==> config.mk <==
export PLATFORM = sky130hd
export DESIGN_NAME = pipeline_stall_ctrl
export DESIGN_NICKNAME = d
export VERILOG_FILES = /design/src/rtl/pipeline_stall_ctrl.sv
export SDC_FILE = /design/constraint.sdc
export NUM_CORES = 1
export LEC_CHECK = 0
export ABC_CLOCK_PERIOD_IN_PS = 3100
export CORE_ASPECT_RATIO = 0.9
export CORE_MARGIN = 5
export CORE_UTILIZATION = 35
export DETAILED_ROUTE_END_ITERATION = 6
export HOLD_SLACK_MARGIN = 0.1
export PLACE_DENSITY = 0.83
export SETUP_SLACK_MARGIN = 0.5
export SLEW_MARGIN = 20
export SYNTH_ARGS = -nofsm -noshare
export SYNTH_HDL_FRONTEND = slang
export SYNTH_SLANG_ARGS = --single-unit
==> constraint.sdc <==
create_clock -name clk -period 3.1 [get_ports clk]
set_input_delay 0.62 -clock clk [delete_from_list [all_inputs] [get_ports clk]]
set_output_delay 0.62 -clock clk [all_outputs]
set_load 0.01 [all_outputs]
==> src/rtl/pipeline_stall_ctrl.sv <==
// -----------------------------------------------------------------------------
// pipeline_stall_ctrl
//
// Central stall/flush scheduler for the 5-stage MIPS pipeline. Merges four
// stall causes (exception flush, data-memory wait, multi-cycle divide,
// load-use hazard) into per-stage hold and bubble controls. It also sequences
// the iterative divider: a start pulse, a fixed-latency countdown and a
// result-valid strobe.
//
// Optional feature macro: STALL_PERF_EN
//   defined   -> saturating performance counters stall_cycles / flush_count
//   undefined -> counters tied to 0, perf_clr ignored
//
// Ports:
//   clk, rst            clock, asynchronous active-high reset
//   flush_req           exception/eret flush request from MEM
//   mem_busy_MEM        data memory not ready, MEM must wait
//   div_req_EX          level: a div/divu occupies EX
//   load_use_ID         load-use hazard for the instruction in ID
//   div_start           one-cycle divider start pulse
//   div_result_valid    divider result may be consumed by EX
//   is_hold_*           freeze PC / pipeline registers
//   is_zeros_*          load a bubble into pipeline registers
//   perf_clr            synchronous clear of the perf counters
//   stall_cycles        cycles with is_hold_IF asserted
//   flush_count         cycles with flush_req asserted
// -----------------------------------------------------------------------------
module pipeline_stall_ctrl #(
  parameter int DIV_CYCLES = 32,
  parameter int CNT_WIDTH  = 6,
  parameter int PERF_WIDTH = 32
) (
  input  logic                  clk,
  input  logic                  rst,
  input  logic                  flush_req,
  input  logic                  mem_busy_MEM,
  input  logic                  div_req_EX,
  input  logic                  load_use_ID,
  output logic                  div_start,
  output logic                  div_result_valid,
  output logic                  is_hold_IF,
  output logic                  is_hold_IF_ID,
  output logic                  is_hold_ID_EX,
  output logic                  is_hold_EX_MEM,
  output logic                  is_zeros_IF_ID,
  output logic                  is_zeros_ID_EX,
  output logic                  is_zeros_EX_MEM,
  output logic                  is_zeros_MEM_WB,
  input  logic                  perf_clr,
  output logic [PERF_WIDTH-1:0] stall_cycles,
  output logic [PERF_WIDTH-1:0] flush_count
);

  typedef enum logic [1:0] {
    IDLE     = 2'd0,
    DIV_BUSY = 2'd1,
    DIV_DONE = 2'd2
  } state_t;

  localparam logic [CNT_WIDTH-1:0] CNT_LOAD = CNT_WIDTH'(DIV_CYCLES - 1);

  state_t               state_q, state_d;
  logic [CNT_WIDTH-1:0] cnt_q, cnt_d;
  logic                 div_stall;

  // NOTE: sequential state uses non-blocking assignments so every flop samples
  // the pre-edge value of every other flop, independent of statement order.
  always_ff @(posedge clk or posedge rst) begin
    if (rst) begin
      state_q <= IDLE;
      cnt_q   <= '0;
    end else begin
      state_q <= state_d;
      cnt_q   <= cnt_d;
    end
  end

  // NOTE: every signal written here gets a default first, so no path through
  // the if/case tree leaves one unassigned and no latch is inferred.
  always_comb begin
    state_d          = state_q;
    cnt_d            = cnt_q;
    div_start        = 1'b0;
    div_result_valid = 1'b0;
    is_hold_IF       = 1'b0;
    is_hold_IF_ID    = 1'b0;
    is_hold_ID_EX    = 1'b0;
    is_hold_EX_MEM   = 1'b0;
    is_zeros_IF_ID   = 1'b0;
    is_zeros_ID_EX   = 1'b0;
    is_zeros_EX_MEM  = 1'b0;
    is_zeros_MEM_WB  = 1'b0;

    // A divide stalls while running, and from the very cycle the div reaches
    // EX in IDLE. DIV_DONE never stalls: EX may consume the result.
    div_stall = (state_q == DIV_BUSY) || ((state_q == IDLE) && div_req_EX);

    // Controls are combinational, so reset must force them quiet directly
    // rather than wait for the state flops.
    if (!rst) begin
      if (flush_req) begin
        is_zeros_IF_ID  = 1'b1;
        is_zeros_ID_EX  = 1'b1;
        is_zeros_EX_MEM = 1'b1;
      end else if (mem_busy_MEM) begin
        is_hold_IF      = 1'b1;
        is_hold_IF_ID   = 1'b1;
        is_hold_ID_EX   = 1'b1;
        is_hold_EX_MEM  = 1'b1;
        is_zeros_MEM_WB = 1'b1;
      end else if (div_stall) begin
        // A load-use hazard here is absorbed: ID/EX is already held.
        is_hold_IF      = 1'b1;
        is_hold_IF_ID   = 1'b1;
        is_hold_ID_EX   = 1'b1;
        is_zeros_EX_MEM = 1'b1;
      end else if (load_use_ID) begin
        is_hold_IF      = 1'b1;
        is_hold_IF_ID   = 1'b1;
        is_zeros_ID_EX  = 1'b1;
      end

      div_start        = !flush_req && !mem_busy_MEM && div_req_EX && (state_q == IDLE);
      div_result_valid = !flush_req && (state_q == DIV_DONE);
    end

    // Next state. A flush abandons any divide; the divider itself keeps
    // counting through memory waits because it runs independently of the pipe.
    if (flush_req) begin
      state_d = IDLE;
      cnt_d   = '0;
    end else begin
      unique case (state_q)
        IDLE: begin
          if (div_req_EX && !mem_busy_MEM) begin
            state_d = DIV_BUSY;
            cnt_d   = CNT_LOAD;
          end
        end
        DIV_BUSY: begin
          if (cnt_q == '0) state_d = DIV_DONE;
          else             cnt_d   = cnt_q - CNT_WIDTH'(1);
        end
        DIV_DONE: begin
          // Holding here while MEM waits stops the same div from restarting.
          if (!mem_busy_MEM) state_d = IDLE;
        end
        default: state_d = IDLE;
      endcase
    end
  end

`ifdef STALL_PERF_EN
  logic [PERF_WIDTH-1:0] stall_q, stall_d, flush_q, flush_d;

  always_comb begin
    stall_d = stall_q;
    flush_d = flush_q;
    if (perf_clr) begin
      stall_d = '0;
      flush_d = '0;
    end else begin
      if (is_hold_IF && (stall_q != '1)) stall_d = stall_q + PERF_WIDTH'(1);
      if (flush_req  && (flush_q != '1)) flush_d = flush_q + PERF_WIDTH'(1);
    end
  end

  always_ff @(posedge clk or posedge rst) begin
    if (rst) begin
      stall_q <= '0;
      flush_q <= '0;
    end else begin
      stall_q <= stall_d;
      flush_q <= flush_d;
    end
  end

  assign stall_cycles = stall_q;
  assign flush_count  = flush_q;
`else
  logic unused_perf_clr;
  assign unused_perf_clr = perf_clr;
  assign stall_cycles    = '0;
  assign flush_count     = '0;
`endif

endmodule

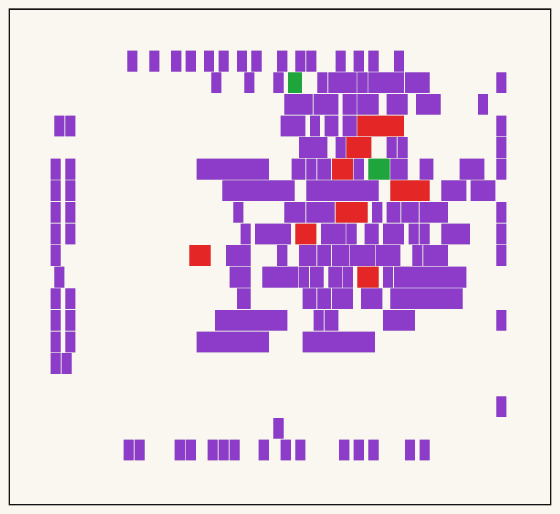
(images/sizes.png)
legend:
  red:
    size: _3 and _4 cells
    cells: 8
  green:
    size: _2 cells
    cells: 2
  purple:
    size: _0 and _1 cells
    cells: 140
post-route cell area: 1030 µm²
Final WS setup: 0.572 ns
Non-clock buffers: 16
Area Growth Syn to Fin: -3.07%

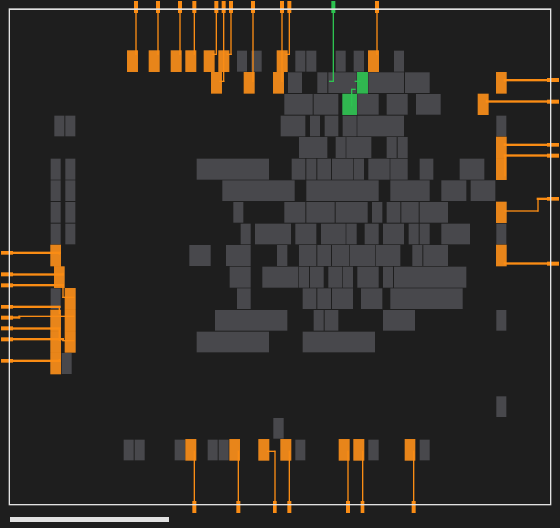
(images/io_fan.png)
Scale bar: 20 µm.
legend:
  orange:
    port: stall_cycles
    bits: 32
    direction: output
    end_cells: 32
    buffers: 0
    wire: 211 µm
  green:
    port: load_use_ID
    bits: 1
    direction: input
    end_cells: 2
    buffers: 1
    wire: 12.3 µm
port bufs: 15
Top Ports: 81

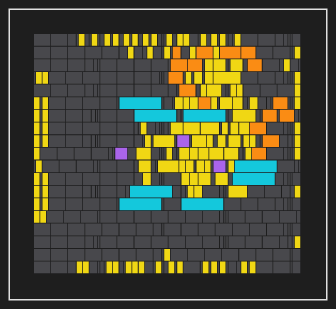
(images/placement_by_type.png)
Fill, decap, tap and diode cells in grey.
legend:
  orange:
    class: remaining buffers and delay cells
    cells: 16
  purple:
    class: clock drivers
    cells: 3
  yellow:
    class: combinational and other logic
    cells: 123
  cyan:
    class: sequential cells
    cells: 8
CORE AREA: 2970 µm²
Rows: 19
end-of-flow core utilization: 34.6%

==> run summary <==
Status = complete, no violations
DR vias = 731
CTS tree = built
Top cells by count = buf_4, inv_1, a21oi_1, dfrtp_1, nor2_1
Post-synth area hogs = buf_4, dfrtp_1, a21oi_1
Total of max-cap violations = 0
Setup WS pre-CTS = 0.119 ns
P_comb = 0.139 mW
DP Wirelength = 1520 µm
M2 GR Usage = 11.4%
Main flop type = dfrtp_1
DRT Wirelength = 1810 µm
Net switching power = 0.144 mW
Clkbuf count = 3
Yosys Chip Area = 1060 µm²
End of the critical path = is_hold_IF
Hold slack = 0.457 ns
Cells in synth_stat.txt = 136
Sw frac = 40.8%
Logic share of the area = 55.8%
Syn_area_per_cell = 7.79 µm²
Number of global-route vias before repair = 627
Met1 wire length = 644 µm
NonClk Buf Share = 14.1%
Total negative slack = 0 ns
Xor and xnor fraction of the mapped netlist area = 0%
Tool Warnings = 29
Met3 WL post-DR = 265 µm
Leakage = 0.569 nW
Critical R2R Capture = cnt_q[0]$_DFFE_PP0P_
Post-DRT Antenna Nets = 0
Pin count of the biggest net entering global routing = 10
Met1 usage = 10.7%
Adder Area Share = 2.36%
Most instantiated logic cell after routing = conb_1
Worst r2r src = cnt_q[0]$_DFFE_PP0P_
R2R depth = 6
Hold Vio Cnt, Final = 0
Share of layout cells above drive strength 1 = 6.67%
Comb pwr share = 39.5%
PostCTS Resize Cnt = 10
Crit path max fanout = 4
PD cells = 344 nW/µm²
Synth Instances = 136
No activity file was given, so power comes from the tool's default toggle rates.
